$ cat src/rtl/fb_divider_if.sv
// Ratio-change request channel of the feedback divider.
// The master supplies a requested ratio and a one-cycle load strobe.
// The slave (fb_divider) reports the pending flag, the reject pulse and the ratio in use.
interface fb_divider_if #(
  parameter int WIDTH = 8
) ();

  logic [WIDTH-1:0] div_in;
  logic             div_load;
  logic             div_busy;
  logic             div_err;
  logic [WIDTH-1:0] div_active;

  modport master (
    output div_in,
    output div_load,
    input  div_busy,
    input  div_err,
    input  div_active
  );

  modport slave (
    input  div_in,
    input  div_load,
    output div_busy,
    output div_err,
    output div_active
  );

endinterface

$ cat src/rtl/fb_divider.sv
// Programmable integer feedback divider for the PLL/CDR loop.
// The VCO clock is divided by the active ratio N to produce finalclk, which feeds the PFD.
// A new ratio is held in a shadow register and only becomes active at a period
// boundary, or on a disabled edge. This keeps every feedback period whole.
// All outputs are registered, so no input reaches an output combinationally.
module fb_divider #(
  parameter int WIDTH       = 8,
  parameter int DEFAULT_DIV = 4
) (
  input  logic         vcoclk,
  input  logic         rst_n,
  input  logic         enable,
  fb_divider_if.slave  cfg,
  output logic         finalclk,
  output logic         tc
);

  // Phase counter, active ratio, shadow ratio and pending flag.
  logic [WIDTH-1:0] p_reg;
  logic [WIDTH-1:0] n_reg;
  logic [WIDTH-1:0] s_reg;
  logic             busy_reg;
  logic             err_reg;
  logic             finalclk_reg;
  logic             tc_reg;

  // Derived per-cycle conditions.
  logic             wrap;
  logic [WIDTH:0]   half;
  logic             high_phase;
  logic             ratio_ok;
  logic             load_accept;
  logic             load_reject;
  logic             apply_shadow;

  // The last phase of the period. N is always >= 2, so N-1 cannot underflow.
  assign wrap = (p_reg == (n_reg - WIDTH'(1)));

  // The high time is ceil(N/2). It is computed one bit wider so that N = 2^WIDTH-1 cannot overflow.
  assign half       = ({1'b0, n_reg} + (WIDTH+1)'(1)) >> 1;
  assign high_phase = ({1'b0, p_reg} < half);

  // Ratios 0 and 1 cannot form a period. Every other WIDTH-bit value is legal.
  assign ratio_ok = (cfg.div_in >= WIDTH'(2));

  // A request seen while one is already pending is dropped without an error.
  assign load_accept = cfg.div_load && !busy_reg && ratio_ok;
  assign load_reject = cfg.div_load && !busy_reg && !ratio_ok;

  // A pending ratio lands on the wrap edge, or on any disabled edge.
  // Acceptance needs busy low and apply needs busy high, so the two never collide.
  assign apply_shadow = busy_reg && (!enable || wrap);

  // Phase counter and registered waveform outputs.
  always_ff @(posedge vcoclk or negedge rst_n) begin
    if (!rst_n) begin
      p_reg        <= '0;
      finalclk_reg <= 1'b0;
      tc_reg       <= 1'b0;
    end else if (enable) begin
      finalclk_reg <= high_phase;
      tc_reg       <= wrap;
      if (wrap) begin
        p_reg <= '0;
      end else begin
        p_reg <= p_reg + WIDTH'(1);
      end
    end else begin
      p_reg        <= '0;
      finalclk_reg <= 1'b0;
      tc_reg       <= 1'b0;
    end
  end

  // Ratio handshake: capture into the shadow register, apply at the boundary, and flag rejects.
  always_ff @(posedge vcoclk or negedge rst_n) begin
    if (!rst_n) begin
      n_reg    <= WIDTH'(DEFAULT_DIV);
      s_reg    <= '0;
      busy_reg <= 1'b0;
      err_reg  <= 1'b0;
    end else begin
      err_reg <= load_reject;
      if (apply_shadow) begin
        n_reg    <= s_reg;
        busy_reg <= 1'b0;
      end else if (load_accept) begin
        s_reg    <= cfg.div_in;
        busy_reg <= 1'b1;
      end
    end
  end

  assign finalclk       = finalclk_reg;
  assign tc             = tc_reg;
  assign cfg.div_busy   = busy_reg;
  assign cfg.div_err    = err_reg;
  assign cfg.div_active = n_reg;

endmodule

$ cat src/flat_wrapper.sv
// flat-port wrapper written by rule: the top's interface ports become plain ports
module fb_divider_flat 
#(
  parameter int WIDTH       = 8,
  parameter int DEFAULT_DIV = 4
)
  (vcoclk, rst_n, enable, finalclk, tc, cfg_div_in, cfg_div_load, cfg_div_busy, cfg_div_err, cfg_div_active);
  fb_divider_if #(.WIDTH(WIDTH)) cfg_i ();
  input  logic vcoclk;
  input  logic rst_n;
  input  logic enable;
  output logic finalclk;
  output logic tc;
  input wire logic [$bits(cfg_i.div_in)-1:0] cfg_div_in;
  input wire logic [$bits(cfg_i.div_load)-1:0] cfg_div_load;
  output wire logic [$bits(cfg_i.div_busy)-1:0] cfg_div_busy;
  output wire logic [$bits(cfg_i.div_err)-1:0] cfg_div_err;
  output wire logic [$bits(cfg_i.div_active)-1:0] cfg_div_active;
  assign cfg_i.div_in = cfg_div_in;
  assign cfg_i.div_load = cfg_div_load;
  assign cfg_div_busy = cfg_i.div_busy;
  assign cfg_div_err = cfg_i.div_err;
  assign cfg_div_active = cfg_i.div_active;
  fb_divider #(.WIDTH(WIDTH), .DEFAULT_DIV(DEFAULT_DIV)) u_core (.vcoclk(vcoclk), .rst_n(rst_n), .enable(enable), .cfg(cfg_i), .finalclk(finalclk), .tc(tc));
endmodule
$ cat config.mk
export PLATFORM = sky130hd
export DESIGN_NAME = fb_divider_flat
export DESIGN_NICKNAME = d
export VERILOG_FILES = /design/src/rtl/fb_divider_if.sv /design/src/rtl/fb_divider.sv /design/src/flat_wrapper.sv
export SDC_FILE = /design/constraint.sdc
export NUM_CORES = 1
export LEC_CHECK = 0
export ABC_CLOCK_PERIOD_IN_PS = 3100
export CORE_MARGIN = 4
export CORE_UTILIZATION = 45
export CTS_BUF_LIST = sky130_fd_sc_hd__clkbuf_8
export CTS_CLUSTER_DIAMETER = 100
export CTS_CLUSTER_SIZE = 24
export DETAILED_ROUTE_END_ITERATION = 6
export PLACE_DENSITY_LB_ADDON = 0.08
export SETUP_SLACK_MARGIN = 0.05
export SLEW_MARGIN = 25
export SYNTH_ARGS = -nofsm -noshare
export SYNTH_HDL_FRONTEND = slang
export SYNTH_SLANG_ARGS = --single-unit
$ cat constraint.sdc
create_clock -name vcoclk -period 3.1 [get_ports vcoclk]
set_clock_uncertainty 0.15 [all_clocks]
set_input_delay 0.62 -clock vcoclk [delete_from_list [all_inputs] [get_ports vcoclk]]
set_output_delay 0.62 -clock vcoclk [all_outputs]
set_load 0.05 [all_outputs]
Figure 1. Close-up of the layout (run 1).
Bar = 10 µm. Region (5, 5) to (30, 30) µm. Cells in gray, sequential cells in the stronger gray; small squares are vias.
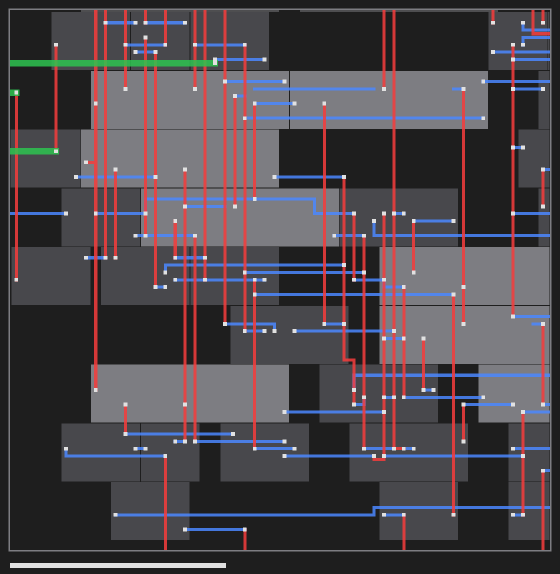
M2 -> red
M1 -> blue
M3 -> green
sequential cells in the window = 7
netlist names of flops here include = `u_core.s_reg` (4), `u_core.cfg.div_active` (3)
cells with their middle in the window = 27
most frequent = clkdlybuf4s50_1 (10), dfrtp_1 (6), mux2_4 (4)

Figure 2. Met3 routing (run 1).
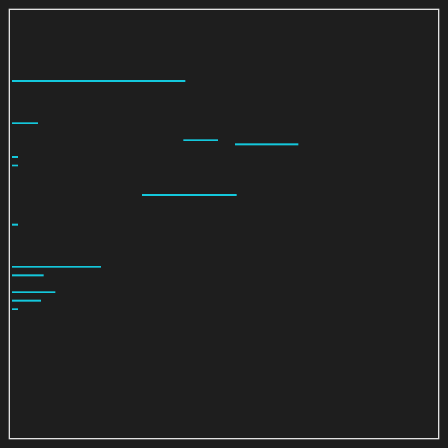
main direction = horizontal
wire length on this layer = 94.3 µm
nets with wire on the layer = 11

==> results.txt, run 1 <==
Status - finished clean
DR DRC count - 0
Setup Crit Path Kind - reg -> reg
Final worst setup slack - 0.370 ns
ANT cells - 0
Syn Nets - 170
Delay-heaviest family, CP - AND-OR/OR-AND gates
Largest net degree at the start of global routing - 29
DR iter-0 viols - 24
Leak - 0.857 nW
Hpwl dp - 2450 µm
CP max stage delay - 0.50 ns
Final setup viols - 0
Hold WS - 0.375 ns
CTS sink cnt - 28
Most used logic cell in the final layout - dfrtp_1
Max power group - combinational cells
Overflow after GRT - 0
Max FO, Critical Path - 8
CP endpoint kind - register
Post-synth top cells - dfrtp_1, nor2_1, xnor2_1
Int Pwr - 1.07 mW
WP buf/inv - 1
Type of the worst min-delay path - reg -> reg
Setup WS pre-CTS - 0.318 ns
Worst reg2reg setup slack - 0.37 ns
Switch Pwr - 0.772 mW
P_clk - 0.288 mW
Final period utilization - 88.1%
Antenna violation net count after detailed routing - 0
Latency at later pin - 0.28 ns
Share of power burned in combinational logic - 50.9%
Antenna violations before repair - 0
Post-CTS setup buffer count - 0
Register area share after synthesis - 42.1%
First-pass GRT wire length - 5440 µm
CTS max path bufs - 2
Ys flops - 28
Final net count - 194
Top cells excl fill/tap - dfrtp_1, clkdlybuf4s50_1, nor2_1
CTS tree - yes
Global placement routability congestion - 0.789
Peak VDD IR - 0.483 mV
Comb. pwr - 0.938 mW
Synthesis Warnings - 0
WL/cell - 14.4 µm
I/O Pins - 24
Figure 3. Selected gate families (run 1).
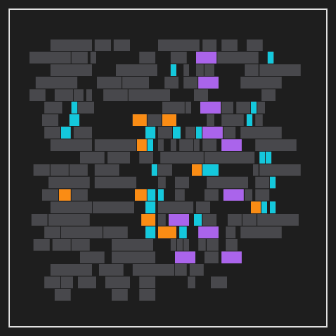
fa/ha/maj cells -> purple  # cells 10
nor cells -> cyan  # cells 24
and/or cells -> orange  # cells 9

==> run 1: path summary, 6_finish.rpt <==
path,endpoint,start,depth (start not counted)
hold reg to reg,u_core.cfg.div_active[1],u_core.s_reg[1],1
setup / recovery,u_core.cfg.div_active[1],u_core.cfg.div_active[1],8
min in group asynchronous,u_core.s_reg[3],rst_n,2
max in group asynchronous,u_core.cfg.div_active[2],rst_n,2
setup reg to reg,u_core.cfg.div_active[1],u_core.cfg.div_active[1],8
hold / removal,u_core.cfg.div_active[1],u_core.s_reg[1],1
==> run 1: through the flow <==
step                total power [mW]  cell area (µm²)  utilization, %  instances
floorplan                       1.34             1670               -        148
detailed placement              1.57             1940            55.9        213
CTS                             1.87             2010            57.9        217
finish                          1.84             2010            57.9        217
global placement                1.55             1940            55.9        213
global route                    1.97             2010            57.9        217
==> run 1: routing by layer <==
layer,vias to the layer above,global-route usage (%),routed length [µm]
met5,-,0,0
met3,4,3.89,94
met2,13,27.5,1600
met1,587,19.1,1410
li1,571,-,-
met4,0,2.19,17
==> run 1: cell families (layout without fill, tap and decap cells) <==
group,after synthesis,in the layout,synth area share [%]
and+or+nand+nor,49,49,15.5
xor gates and xnor gates,20,20,10.5
adders and majority gates,10,10,7.50
muxes,16,16,12.6
DFF,28,28,42.1
buffers and inverters,10,33,2.85
AOI/OAI and AO/OA,15,15,8.93
==> run 1: final cells by class <==
type	instances	area, µm²
Tap cell	46	57.6
Timing Repair Buffer	25	245
Clock inverter	1	30.0
Inverter	4	15.0
Clock buffer	3	41.3
Sequential cell	28	702
Multi-Input combinational cell	110	918
Fill cell	310	1460
Figure 4. Wires at chosen ports, followed through buffers (run 1).
Bar = 20 µm.
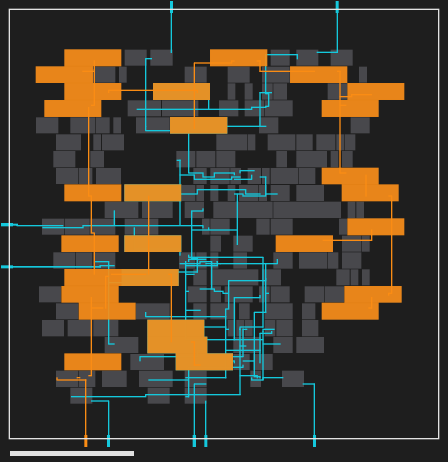

--- run 2 (diff from run 1) ---
--- a/config.mk
+++ b/config.mk
@@ -14,2 +14,3 @@
 export DETAILED_ROUTE_END_ITERATION = 6
+export GPL_TIMING_DRIVEN = 0
 export PLACE_DENSITY_LB_ADDON = 0.08
==> constraint.sdc (replaced) <==
create_clock -name vcoclk -period 3.1 [get_ports vcoclk]
set_clock_uncertainty 0.15 [all_clocks]
set_input_delay 0.93 -clock vcoclk [delete_from_list [all_inputs] [get_ports vcoclk]]
set_output_delay 0.93 -clock vcoclk [all_outputs]
set_load 0.05 [all_outputs]
Figure 5. Wires at chosen ports, followed through buffers (run 2).
Bar = 20 µm.
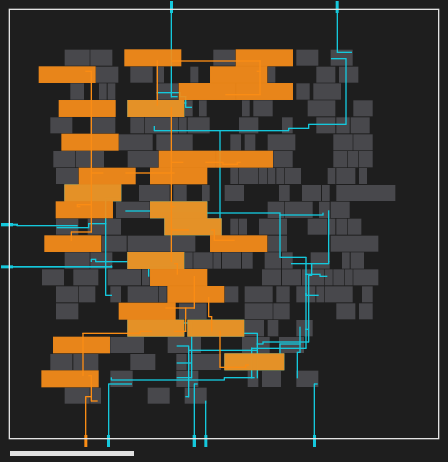
`cfg_div_active` -> cyan  # bits 8, direction output, end cells 8, buffers 8, wire 397 µm
`rst_n` -> orange  # bits 1, direction input, end cells 28, buffers 1, wire 184 µm

==> run 2 against run 1 <==
Non-clock buffer count grew 4. Cell count grew 1.8%. Via count shrank 0.68%. Synthesized cell count is the same. Critical path type unchanged. Highest routed layer unchanged.
==> results.txt, run 2 <==
Max FO, Critical Path - 9
WL/cell - 14.7 µm
Final worst setup slack - 0.310 ns
Post-layout instance area - 2030 µm²
Switch Pwr - 0.790 mW
DR iter-0 viols - 36
Area post-placement - 1950 µm²
CTS sink cnt - 28
Main logic family - simple AND/OR/NAND/NOR gates
ANT cells - 0
Status - finished clean
Antenna violations before repair - 0
Flop area - 702 µm²
Post-synth top cells - dfrtp_1, nor2_1, xnor2_1
Worst reg2reg path depth - 8
Final period utilization - 90.0%
I/O Pins - 24
Leak - 0.865 nW
Reg2reg end - u_core.cfg.div_active[7]
Hold WS - 0.361 ns
Inst Count DP - 217
Syn Nets - 170
Yosys xor share - 10.5%
Ys flops - 28
Final setup viols - 0
## run 2: cell counts after synthesis
Identical to the previous run, type by type.
## run 2: worst min-delay path by stage
stage                               endpoint  cells after the start
floorplan           u_core.cfg.div_active[2]                      1
global placement    u_core.cfg.div_active[0]                      1
detailed placement  u_core.cfg.div_active[6]                      1
CTS                 u_core.cfg.div_active[6]                      1
global route        u_core.cfg.div_active[1]                      1
finish              u_core.cfg.div_active[6]                      1
## run 2: logic make-up (layout without fill, tap and decap cells)
logic type                 Yosys count  in the layout
AOI/OAI and AO/OA                   15             15
muxes                               16             16
and+or+nand+nor                     49             49
DFF                                 28             28
adders and majority gates           10             10
buffers and inverters               10             37
xor gates and xnor gates            20             20
## run 2: power groups by stage
stage,Clock [mW],Combinational (mW),Sequential [mW]
after floorplan,0,0.589,0.749
after global placement,0,1.02,0.563
after detailed placement,0,1.04,0.568
after CTS,0.286,1.05,0.562
after global routing,0.299,1.13,0.577
final,0.280,1.04,0.559
## run 2: worst max-delay path, stage by stage (launching register included)
cell,delay [ns]
dfrtp_1,0.53
inv_1,0.10
ha_1,0.26
nor2b_1,0.15
or3_4,0.37
a31oi_4,0.19
o2111ai_4,0.19
a21oi_4,0.40
mux2_4,0.34
## run 2: area by class of cell
cell class | instances | share of cell area, %
clock buffer | 3 | 2.04
multi-input combinational | 110 | 45.6
buffer | 6 | 1.60
timing repair buffer | 23 | 11.1
inverter | 4 | 0.740
sequential | 28 | 34.6
tap | 46 | 2.84
clock inverter | 1 | 1.48
## run 2: layer usage
| layer | share of wire, % | track usage [%] | up-vias |
|---|---|---|---|
| li1 | - | - | 574 |
| met1 | 47 | 20.5 | 572 |
| met2 | 50 | 27.6 | 15 |
| met3 | 2.0 | 2.27 | 6 |
| met4 | 1.4 | 5.11 | 0 |
| met5 | 0 | 0 | - |
Power and IR drop assume default switching activity.
